===== config.mk =====
export PLATFORM = sky130hd
export DESIGN_NAME = sprite_line_ctrl_flat
export DESIGN_NICKNAME = d
export VERILOG_FILES = /design/src/rtl/sprite_line_ctrl_pkg.sv /design/src/rtl/sprite_line_ctrl_if.sv /design/src/rtl/sprite_line_ctrl_spr_pixel_sel.sv /design/src/rtl/sprite_line_ctrl.sv /design/src/flat_wrapper.sv
export SDC_FILE = /design/constraint.sdc
export NUM_CORES = 1
export LEC_CHECK = 0
export CAP_MARGIN = 25
export CELL_PAD_IN_SITES_DETAIL_PLACEMENT = 1
export CELL_PAD_IN_SITES_GLOBAL_PLACEMENT = 1
export CORE_ASPECT_RATIO = 0.7
export CORE_UTILIZATION = 33
export CTS_CLUSTER_SIZE = 14
export DETAILED_ROUTE_END_ITERATION = 7
export GPL_ROUTABILITY_DRIVEN = 0
export PLACE_DENSITY_LB_ADDON = 0.1
export SETUP_SLACK_MARGIN = 0.2
export SLEW_MARGIN = 30
export SYNTH_ARGS = -nofsm -noshare
export SYNTH_HDL_FRONTEND = slang
export SYNTH_SLANG_ARGS = --single-unit
export TNS_END_PERCENT = 100

===== constraint.sdc =====
create_clock -name clk -period 2.1 [get_ports clk]
set_clock_uncertainty 0.1 [all_clocks]
set_input_delay 0.21 -clock clk [delete_from_list [all_inputs] [get_ports clk]]
set_output_delay 0.21 -clock clk [all_outputs]
set_load 0.02 [all_outputs]

===== src/rtl/sprite_line_ctrl_pkg.sv =====
// ---------------------------------------------------------------------------
// sprite_line_ctrl_pkg
// Shared video definitions for the sprite line controller: line and sprite
// geometry, the position of the opaque marker in a line-buffer byte, the
// controller state encoding and a small helper deciding when the controller
// counts as busy.
// ---------------------------------------------------------------------------
package sprite_line_ctrl_pkg;

  localparam int LINE_PIXELS = 256;
  localparam int SPR_WIDTH   = 8;
  localparam int OPAQUE_BIT  = 4;

  typedef enum logic [2:0] {
    IDLE     = 3'd0,
    CLEAR    = 3'd1,
    WAIT_SPR = 3'd2,
    READ     = 3'd3,
    WRITE    = 3'd4,
    DONE     = 3'd5
  } state_e;

  // IDLE and DONE are the only resting states; everything else is line work.
  function automatic logic is_busy(input state_e s);
    return !((s == IDLE) || (s == DONE));
  endfunction

endpackage


===== src/rtl/sprite_line_ctrl_if.sv =====
// ---------------------------------------------------------------------------
// sprite_line_ctrl_if
// Bundles the sprite descriptor handshake and the line-buffer write port
// (port 1 of the dual-port line buffer).
//   spr_valid/spr_ready/spr_x/spr_pat/spr_end : sprite descriptor stream
//   lb_idx/lb_wrdata/lb_wren                  : line-buffer address/write
//   lb_rddata                                 : line-buffer read data, one
//                                               cycle after lb_idx
// The controller uses the slave modport; the sprite source together with
// the line buffer sits on the master side.
// ---------------------------------------------------------------------------
interface sprite_line_ctrl_if;
  import sprite_line_ctrl_pkg::*;

  logic        spr_valid;
  logic        spr_ready;
  logic [7:0]  spr_x;
  logic [31:0] spr_pat;
  logic        spr_end;
  logic [7:0]  lb_idx;
  logic [7:0]  lb_wrdata;
  logic        lb_wren;
  logic [7:0]  lb_rddata;

  modport slave (
    input  spr_valid, spr_x, spr_pat, spr_end, lb_rddata,
    output spr_ready, lb_idx, lb_wrdata, lb_wren
  );

  modport master (
    output spr_valid, spr_x, spr_pat, spr_end, lb_rddata,
    input  spr_ready, lb_idx, lb_wrdata, lb_wren
  );

endinterface


===== src/rtl/sprite_line_ctrl_spr_pixel_sel.sv =====
// ---------------------------------------------------------------------------
// spr_pixel_sel
// Combinational extraction of one 4-bit colour from a sprite pattern.
//   pat    in  32  four bitplanes, plane p in bits [8p+7:8p]
//   pix    in   3  pixel number 0..7, pixel 0 is the leftmost
//   colour out  4  {plane3, plane2, plane1, plane0} bits of that pixel
// ---------------------------------------------------------------------------
module spr_pixel_sel
  import sprite_line_ctrl_pkg::*;
(
  input  logic [31:0] pat,
  input  logic [2:0]  pix,
  output logic [3:0]  colour
);

  // Pixel i lives at bit 7-i of each plane, which for a 3-bit index is ~i.
  logic [2:0] bit_sel;

  assign bit_sel = ~pix;

  always_comb begin
    colour = 4'h0;
    for (int p = 0; p < 4; p++) begin
      colour[p] = pat[{p[1:0], bit_sel}];
    end
  end

endmodule


===== src/rtl/sprite_line_ctrl.sv =====
// ---------------------------------------------------------------------------
// sprite_line_ctrl
// Per-scanline sprite compositor. On every line_start it flips the active
// line-buffer half, clears all 256 pixels, then accepts sprite descriptors
// and draws each 8-pixel sprite with a read-modify-write per pixel. Pixels
// already marked opaque keep their value (earlier sprite has priority) and
// raise the sticky collision flag.
//   clk, reset  : clock, synchronous active-high reset
//   line_start  : one-cycle pulse at the start of blanking
//   spr_if      : sprite handshake + line-buffer write port (slave modport)
//   linesel     : line-buffer half selector for the write port
//   busy        : high outside IDLE and DONE
//   collision   : sticky opaque-on-opaque flag for the current line
//   late        : one-cycle pulse when line_start arrived while busy
// ---------------------------------------------------------------------------
module sprite_line_ctrl
  import sprite_line_ctrl_pkg::*;
(
  input  logic                     clk,
  input  logic                     reset,
  input  logic                     line_start,
  sprite_line_ctrl_if.slave        spr_if,
  output logic                     linesel,
  output logic                     busy,
  output logic                     collision,
  output logic                     late
);

  state_e      state_q, state_d;
  logic        linesel_q, linesel_d;
  logic        collision_q, collision_d;
  logic        late_q, late_d;
  logic        busy_q, busy_d;
  logic        spr_ready_q, spr_ready_d;
  logic [7:0]  lb_idx_q, lb_idx_d;
  logic [7:0]  clr_cnt_q, clr_cnt_d;
  logic [2:0]  pix_q, pix_d;
  logic [7:0]  x_q, x_d;
  logic [31:0] pat_q, pat_d;

  logic [3:0]  colour;
  logic [8:0]  pix_col;
  logic        in_range;
  logic        draw;
  logic        opaque;

  spr_pixel_sel u_pixel_sel (
    .pat    (pat_q),
    .pix    (pix_q),
    .colour (colour)
  );

  // Sprite column computed with a carry so pixels past column 255 are
  // clipped instead of wrapping to the left edge.
  assign pix_col  = {1'b0, x_q} + {6'b000000, pix_q};
  assign in_range = ~pix_col[8];
  assign draw     = (colour != 4'h0) && in_range;
  assign opaque   = spr_if.lb_rddata[OPAQUE_BIT];

  // Next-state logic. line_start is applied last so it overrides whatever
  // the current state was doing, including a sprite in flight.
  always_comb begin
    state_d     = state_q;
    linesel_d   = linesel_q;
    collision_d = collision_q;
    late_d      = 1'b0;
    lb_idx_d    = lb_idx_q;
    clr_cnt_d   = clr_cnt_q;
    pix_d       = pix_q;
    x_d         = x_q;
    pat_d       = pat_q;

    case (state_q)
      IDLE: begin
      end
      CLEAR: begin
        if (clr_cnt_q == 8'(LINE_PIXELS - 1)) begin
          state_d = WAIT_SPR;
        end else begin
          clr_cnt_d = clr_cnt_q + 8'd1;
          lb_idx_d  = clr_cnt_q + 8'd1;
        end
      end
      WAIT_SPR: begin
        if (spr_ready_q && spr_if.spr_valid) begin
          x_d      = spr_if.spr_x;
          pat_d    = spr_if.spr_pat;
          pix_d    = 3'd0;
          lb_idx_d = spr_if.spr_x;
          state_d  = READ;
        end else if (spr_if.spr_end) begin
          state_d = DONE;
        end
      end
      READ: begin
        state_d = WRITE;
      end
      WRITE: begin
        if (draw && opaque) begin
          collision_d = 1'b1;
        end
        // Transparent and clipped pixels still spend their READ/WRITE pair,
        // which keeps every sprite at a fixed 16-cycle cost.
        if (pix_q != 3'(SPR_WIDTH - 1)) begin
          pix_d    = pix_q + 3'd1;
          lb_idx_d = x_q + {5'b00000, pix_q + 3'd1};
          state_d  = READ;
        end else begin
          state_d = WAIT_SPR;
        end
      end
      DONE: begin
      end
      default: begin
        state_d = IDLE;
      end
    endcase

    if (line_start) begin
      linesel_d   = ~linesel_q;
      collision_d = 1'b0;
      late_d      = busy_q;
      state_d     = CLEAR;
      clr_cnt_d   = 8'd0;
      lb_idx_d    = 8'd0;
      pix_d       = 3'd0;
    end

    busy_d      = is_busy(state_d);
    spr_ready_d = (state_d == WAIT_SPR);
  end

  // State and registered outputs.
  always_ff @(posedge clk) begin
    if (reset) begin
      state_q     <= IDLE;
      linesel_q   <= 1'b0;
      collision_q <= 1'b0;
      late_q      <= 1'b0;
      busy_q      <= 1'b0;
      spr_ready_q <= 1'b0;
      lb_idx_q    <= 8'd0;
      clr_cnt_q   <= 8'd0;
      pix_q       <= 3'd0;
      x_q         <= 8'd0;
      pat_q       <= 32'd0;
    end else begin
      state_q     <= state_d;
      linesel_q   <= linesel_d;
      collision_q <= collision_d;
      late_q      <= late_d;
      busy_q      <= busy_d;
      spr_ready_q <= spr_ready_d;
      lb_idx_q    <= lb_idx_d;
      clr_cnt_q   <= clr_cnt_d;
      pix_q       <= pix_d;
      x_q         <= x_d;
      pat_q       <= pat_d;
    end
  end

  // The write decision in WRITE depends on read data that only arrives in
  // that same cycle, so the write strobe and data are decoded from the
  // registered state rather than registered themselves.
  always_comb begin
    spr_if.lb_wren   = 1'b0;
    spr_if.lb_wrdata = 8'h00;
    if (state_q == CLEAR) begin
      spr_if.lb_wren = 1'b1;
    end else if (state_q == WRITE) begin
      spr_if.lb_wren   = draw && !opaque;
      spr_if.lb_wrdata = {3'b000, 1'b1, colour};
    end
  end

  assign spr_if.spr_ready = spr_ready_q;
  assign spr_if.lb_idx    = lb_idx_q;
  assign linesel          = linesel_q;
  assign busy             = busy_q;
  assign collision        = collision_q;
  assign late             = late_q;

endmodule


===== src/flat_wrapper.sv =====
// flat-port wrapper written by rule: the top's interface ports become plain ports
module sprite_line_ctrl_flat import sprite_line_ctrl_pkg::*;
  (clk, reset, line_start, linesel, busy, collision, late, spr_if_spr_valid, spr_if_spr_x, spr_if_spr_pat, spr_if_spr_end, spr_if_lb_rddata, spr_if_spr_ready, spr_if_lb_idx, spr_if_lb_wrdata, spr_if_lb_wren);
  sprite_line_ctrl_if spr_if_i ();
  input  logic clk;
  input  logic reset;
  input  logic line_start;
  output logic linesel;
  output logic busy;
  output logic collision;
  output logic late;
  input wire logic [$bits(spr_if_i.spr_valid)-1:0] spr_if_spr_valid;
  input wire logic [$bits(spr_if_i.spr_x)-1:0] spr_if_spr_x;
  input wire logic [$bits(spr_if_i.spr_pat)-1:0] spr_if_spr_pat;
  input wire logic [$bits(spr_if_i.spr_end)-1:0] spr_if_spr_end;
  input wire logic [$bits(spr_if_i.lb_rddata)-1:0] spr_if_lb_rddata;
  output wire logic [$bits(spr_if_i.spr_ready)-1:0] spr_if_spr_ready;
  output wire logic [$bits(spr_if_i.lb_idx)-1:0] spr_if_lb_idx;
  output wire logic [$bits(spr_if_i.lb_wrdata)-1:0] spr_if_lb_wrdata;
  output wire logic [$bits(spr_if_i.lb_wren)-1:0] spr_if_lb_wren;
  assign spr_if_i.spr_valid = spr_if_spr_valid;
  assign spr_if_i.spr_x = spr_if_spr_x;
  assign spr_if_i.spr_pat = spr_if_spr_pat;
  assign spr_if_i.spr_end = spr_if_spr_end;
  assign spr_if_i.lb_rddata = spr_if_lb_rddata;
  assign spr_if_spr_ready = spr_if_i.spr_ready;
  assign spr_if_lb_idx = spr_if_i.lb_idx;
  assign spr_if_lb_wrdata = spr_if_i.lb_wrdata;
  assign spr_if_lb_wren = spr_if_i.lb_wren;
  sprite_line_ctrl u_core (.clk(clk), .reset(reset), .line_start(line_start), .spr_if(spr_if_i), .linesel(linesel), .busy(busy), .collision(collision), .late(late));
endmodule

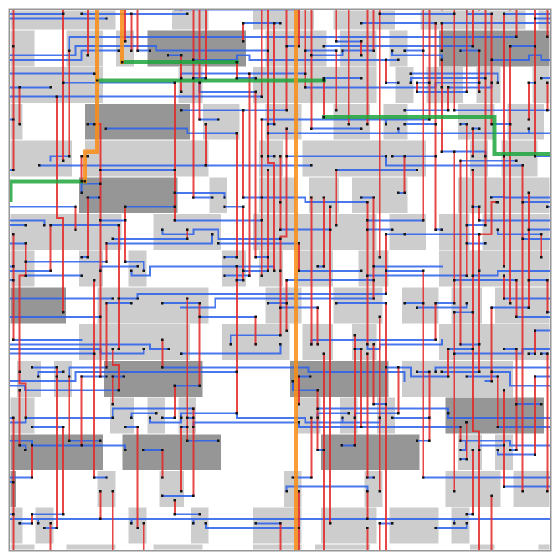
run_1/detail.png
Window x 40 to 80, y 5 to 45 um. Cells in gray, sequential cells in the stronger gray; small squares are vias.
[metal 1] blue
[metal 4] orange
[metal 3] green
[metal 2] red
cells with their middle in the window: 96
most frequent: nand2_1 (20), buf_4 (14), a21oi_1 (10)
netlist names of flops here include: u_core.pat_q (7), u_core.pix_q (3)
sequential cells in the window: 11

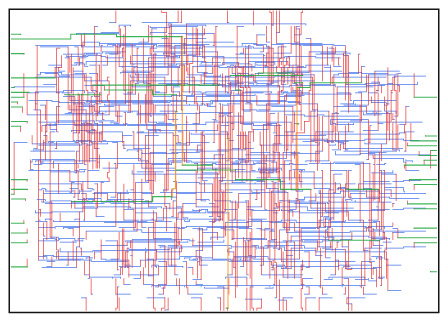
run_1/wires.png
[metal 4] orange | wire length: 137 um
[metal 2] red | wire length: 4710 um
[metal 1] blue | wire length: 5190 um
[metal 3] green | wire length: 439 um
GR Util All Layers: 21.6%
Vias: 3058
WL/cell: 17.3 um
WL final: 10.5 mm

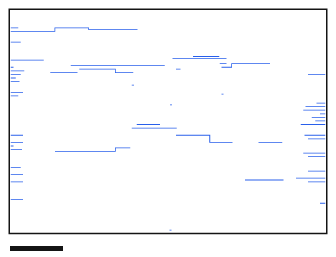
run_1/layer_met3.png
Bar = 20 um.
nets with wire on the layer: 44
main direction: horizontal
longest straight run: 35.4 um
share of all routed wire: 4.2%
grt met3 use: 5.43%

==> impl_metrics.yaml, run 1 <==
# generated from flow reports
detailed_routing:
  first_pass_iters: 4
  drt_iter0_drc: 113
  route.detailed.drc: 0
  ant_nets: 0
  highest_layer: "met4"
power_and_ir_drop:
  ir_worst_vdd_mv: 0.362
  power_density_mw_per_mm2: 615
layout:
  logic_area_mm2: 0.00202
  num_antenna_cells: 0
  lay_top_count: "nand2_1"
  largest_reg_flops: 32
  area_growth_pct: 52.4
setup_path:
  r2r_slack_ps: -140
  crit_type: "reg -> out"
  worstReg2RegEnd: "u_core.spr_if.lb_idx[4]$_SDFFE_PP0P_"
  required_ps: 1790
  reg2regPathDepth: 9
  startpoint: "u_core.pix_q[0]$_SDFFE_PP0P_"
  crit_chain: "buf_12 > mux4_2 > mux2i_2 > nand4_1 > nand2_1 > o21ai_1 > buf_4"
  start_kind: "flip-flop"
  arrival_ps: 2030
yosys:
  synthCells: 381
  netlist_area_mm2: 0.00322
  postSynthSeqShare_pct: 41.6
  async_flop_share_pct: 0
  avgSynthCellArea_um2: 8.45
  yosysWarnings: 0
  ys_area_mm2: 0.00322
run_status:
  outcome: "complete, but fails checks"
  violations: "negative setup slack"
sta:
  max_freq_mhz: 427
  setup_violations: 9
  fin_ws_ps: -240
global_route:
  grt_max_degree: 45
  busiest_layer: "met2"
  met2_usage_pct: 34.1
  grt_pass1_wl_mm: 16.8
clock_tree:
  post_cts_buffers: 8
  cts_htree_levels: 3
  cts-resized-gates: 63
  cts_tree: "yes"
run:
  cap_violations: 0
floorplan:
  die_w_um: 120
  die_h_um: 84.7
  num_rows: 29
min_path:
  hold_class: "in -> reg"
==> run 1: worst min-delay path by stage <==
stage,startpoint,end,slack (ps)
floorplan,spr_if_spr_pat[0],u_core.pat_q[0]$_SDFFE_PP0P_,250
global placement,u_core.pat_q[10]$_SDFFE_PP0P_,u_core.pat_q[10]$_SDFFE_PP0P_,350
detailed placement,u_core.pat_q[2]$_SDFFE_PP0P_,u_core.pat_q[2]$_SDFFE_PP0P_,350
CTS,spr_if_spr_pat[8],u_core.pat_q[8]$_SDFFE_PP0P_,320
global route,spr_if_spr_pat[21],u_core.pat_q[21]$_SDFFE_PP0P_,340
finish,spr_if_spr_pat[20],u_core.pat_q[20]$_SDFFE_PP0P_,330
==> run 1: power by group through the flow <==
stage / Clock, mW / Combinational [mW] / Sequential, mW
after global routing: 1.56 / 0.272 / 1.30
after floorplan: 0 / 0.0705 / 1.33
after detailed placement: 0 / 0.224 / 1.32
final: 1.47 / 0.259 / 1.29
after global placement: 0 / 0.220 / 1.32
after CTS: 1.49 / 0.242 / 1.30
==> run 1: through the flow <==
| stage | util, % | area, um^2 | setup WS [ps] | std cells | hold WS, ps |
|---|---|---|---|---|---|
| 2_1_floorplan | - | 3280 | 129 | 383 | 246 |
| 3_3_place_gp | 45.5 | 4210 | -325 | 579 | 347 |
| 3_5_place_dp | 45.5 | 4210 | -384 | 579 | 348 |
| 4_1_cts | 51.1 | 4730 | -272 | 602 | 317 |
| 5_1_grt | 53.1 | 4910 | -330 | 607 | 340 |
| 6_report | 53.1 | 4910 | -240 | 607 | 327 |
==> run 1: logic make-up (layout without fill, tap and decap cells) <==
kind of cell / count (synthesis) / in the layout / share of synthesized area, %
other cells: 1 / 3 / 0.116
mux: 13 / 13 / 7.15
compound gates: 88 / 88 / 16.8
fa+ha+maj: 10 / 10 / 4.12
buf+inv: 29 / 129 / 4.12
simple gates: 155 / 155 / 21.2
xor+xnor: 18 / 18 / 4.90
flops: 67 / 67 / 41.6
==> run 1: worst max-delay path, delay by kind of cell (launching register included) <==
| family | cells | cell delay [ps] |
|---|---|---|
| buffers and inverters | 2 | 270 |
| and+or+nand+nor | 2 | 280 |
| AOI/OAI and AO/OA | 1 | 60 |
| muxes | 2 | 710 |
| DFF | 1 | 360 |
==> run 1: area by class of cell <==
class / instances / share of cell area, %
multi-input combinational: 287 / 41.1
clock inverter: 3 / 0.815
timing repair buffer: 112 / 22.1
sequential: 67 / 27.6
clock buffer: 11 / 4.94
inverter: 3 / 0.357
tap: 124 / 3.16
==> run 1: cell usage after synthesis, drive strengths merged, types with 3 or more instances <==
cell type  number  area share [%]
inv             3            0.35
clkbuf         18             2.1
a221oi          4             1.1
and3            3            0.58
nor2           23             2.7
a21oi          53             8.6
o21ai           8             1.2
xor2           12             3.3
nand2b          3            0.66
nand3           8             1.2
xnor2           6             1.6
buf             8             1.7
nor3b           3            0.85
a21o            3            0.70
a31oi           6             1.6
nand4           3            0.58
a22oi           3            0.70
ha              9             3.5
or2             3            0.58
dfxtp          67              42
a211oi          3            0.70
mux2i           5             1.6
mux4            8             5.6
nor2b           5            0.97
nand2          96              11
==> inputs of run 2 (changes only) <==
--- a/config.mk
+++ b/config.mk
@@ -12,10 +12,9 @@
 export CORE_UTILIZATION = 33
 export CTS_CLUSTER_SIZE = 14
 export DETAILED_ROUTE_END_ITERATION = 7
-export GPL_ROUTABILITY_DRIVEN = 0
 export PLACE_DENSITY_LB_ADDON = 0.1
 export SETUP_SLACK_MARGIN = 0.2
-export SLEW_MARGIN = 30
+export SLEW_MARGIN = 20
 export SYNTH_ARGS = -nofsm -noshare
 export SYNTH_HDL_FRONTEND = slang
 export SYNTH_SLANG_ARGS = --single-unit
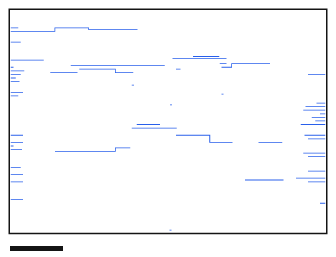
run_2/layer_met3.png
Bar = 20 um.

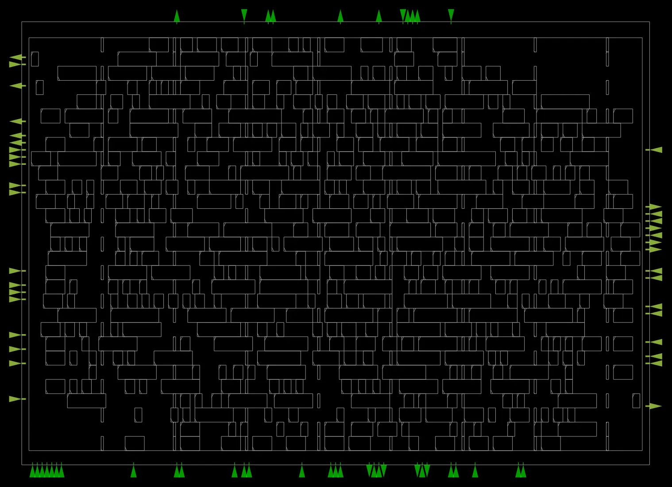
run_2/placement.png
seq_cells: 67
fill cell count: 1065
Final Util: 53.1%
sequential cell area share: 27.6%

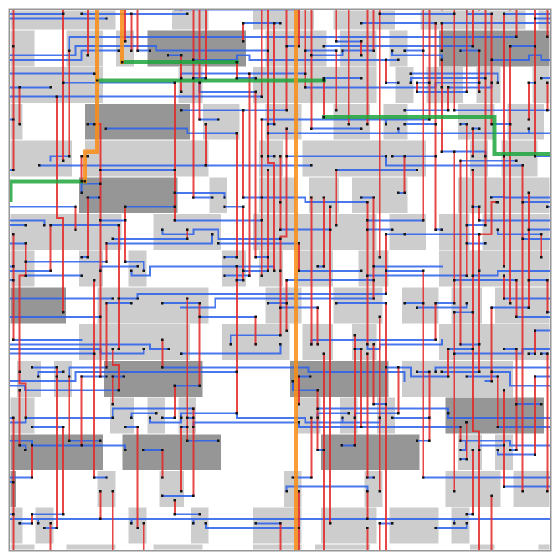
run_2/detail.png
Window x 40 to 80, y 5 to 45 um. Cells in gray, sequential cells in the stronger gray; small squares are vias.
[metal 3] green
[metal 2] red
[metal 1] blue
[metal 4] orange
cells with their middle in the window: 96
most frequent: nand2_1 (20), buf_4 (14), a21oi_1 (10)
netlist names of flops here include: u_core.pat_q (7), u_core.pix_q (3)
sequential cells in the window: 11

==> impl_metrics.yaml, run 2 <==
# generated from flow reports
setup_path:
  start_kind: "flip-flop"
  arrival_ps: 2030
  r2r_slack_ps: -140
  required_ps: 1790
  worstReg2RegEnd: "u_core.spr_if.lb_idx[4]$_SDFFE_PP0P_"
  reg2regPathDepth: 9
  crit_type: "reg -> out"
clock_tree:
  cts_tree: "yes"
  cts_htree_levels: 3
sta:
  fin_ws_ps: -240
  max_freq_mhz: 427
  hold_ws_ps: 327
  setup_violations: 9
yosys:
  top_area_cell: "dfxtp_1"
  synthTopCellsByCount: "nand2_1 (96), dfxtp_1 (67), a21oi_1 (52)"
  most_common_cell: "nand2_1"
  synthCells: 381
  netlist_area_mm2: 0.00322
  ys_area_mm2: 0.00322
  async_flop_share_pct: 0
  postSynthSeqShare_pct: 41.6
  yosysWarnings: 0
  synthTopCellsByArea: "dfxtp_1 (42%), nand2_1 (11%), a21oi_1 (8.1%)"
  synth_top_area_share_pct: 41.6
global_route:
  grt_pass1_wl_mm: 16.8
  grt_max_degree: 45
min_path:
  hold_path_startpoint: "spr_if_spr_pat[20]"
  min_to: "u_core.pat_q[20]$_SDFFE_PP0P_"
  hold_class: "in -> reg"
  min_path_cells: 3
placement:
  preCtsSetupSlack_ps: -384
detailed_routing:
  wl_per_cell_um: 17.3
  ant_nets: 0
  wl_mm: 10.5
  first_pass_iters: 4
  route.detailed.drc: 0
  via_count: 3058
power_and_ir_drop:
  power_density_mw_per_mm2: 615
  ir_worst_vdd_mv: 0.362
floorplan:
  num_rows: 29
  die_w_um: 120
layout:
  num_antenna_cells: 0
  largest_reg_flops: 32
  area_growth_pct: 52.4
run_status:
  outcome: "complete, but fails checks"
  violations: "negative setup slack"
run:
  cap_violations: 0
## run 2: layer usage
layer	share of wire (%)	global-route usage, %
met5	0	0
met4	1.3	6.82
met3	4.2	5.43
met2	45	34.1
met1	50	28.8
## run 2: cell families after synthesis
| group | synth area share, % |
|---|---|
| AND-OR/OR-AND | 16.8 |
| XOR/XNOR | 4.90 |
| adder cells (fa/ha/maj) | 4.12 |
| buffers and inverters | 4.12 |
| flip-flops | 41.6 |
| multiplexers | 7.15 |
| other | 0.116 |
| AND/OR/NAND/NOR | 21.2 |
## run 2: worst max path at each step
| stage | from | to |
|---|---|---|
| 5_1_grt | u_core.pix_q[0]$_SDFFE_PP0P_ | spr_if_lb_wren |
| 2_1_floorplan | u_core.pix_q[0]$_SDFFE_PP0P_ | u_core.spr_if.lb_idx[4]$_SDFFE_PP0P_ |
| 4_1_cts | u_core.pix_q[0]$_SDFFE_PP0P_ | spr_if_lb_wren |
| 3_5_place_dp | u_core.pix_q[0]$_SDFFE_PP0P_ | spr_if_lb_wren |
| 6_report | u_core.pix_q[0]$_SDFFE_PP0P_ | spr_if_lb_wren |
| 3_3_place_gp | u_core.pix_q[0]$_SDFFE_PP0P_ | spr_if_lb_wren |
## run 2: cell type report
cell class              count  area (um^2)
repair buffers            112         1080
fillers                  1065         4340
inverters                   3         17.5
clock buffers              11          243
clock inverters             3         40.0
multi-input cells         287         2020
flip-flops and latches     67         1350
well taps                 124          155
## run 2: timing repair
action,in CTS,in global routing
setup buffers,8,5
pin swaps,9,15
endpoints found under the setup margin,19,21
resized,63,34
hold buffers,0,0
cloned,1,0
## run 2: worst max-delay path, cell delays in order, from the launching register on
cell and delay, ps:
dfxtp_4 360, buf_12 120, mux4_2 500, mux2i_2 210
nand4_1 160, nand2_1 120, o21ai_1 60, buf_4 150
## run 2: metrics by stage
step	power, mW	instance area (um^2)	std cells
detailed placement	1.55	4210	579
global route	3.12	4910	607
floorplan	1.40	3280	383
global placement	1.54	4210	579
finish	3.02	4910	607
CTS	3.03	4730	602
## run 2: power by group through the flow
stage / sequential (mW) / combinational [mW] / clock (mW)
floorplan: 1.33 / 0.0705 / 0
global placement: 1.32 / 0.220 / 0
detailed placement: 1.32 / 0.224 / 0
CTS: 1.30 / 0.242 / 1.49
global route: 1.30 / 0.272 / 1.56
finish: 1.29 / 0.259 / 1.47
No activity file was given, so power comes from the tool's default toggle rates.
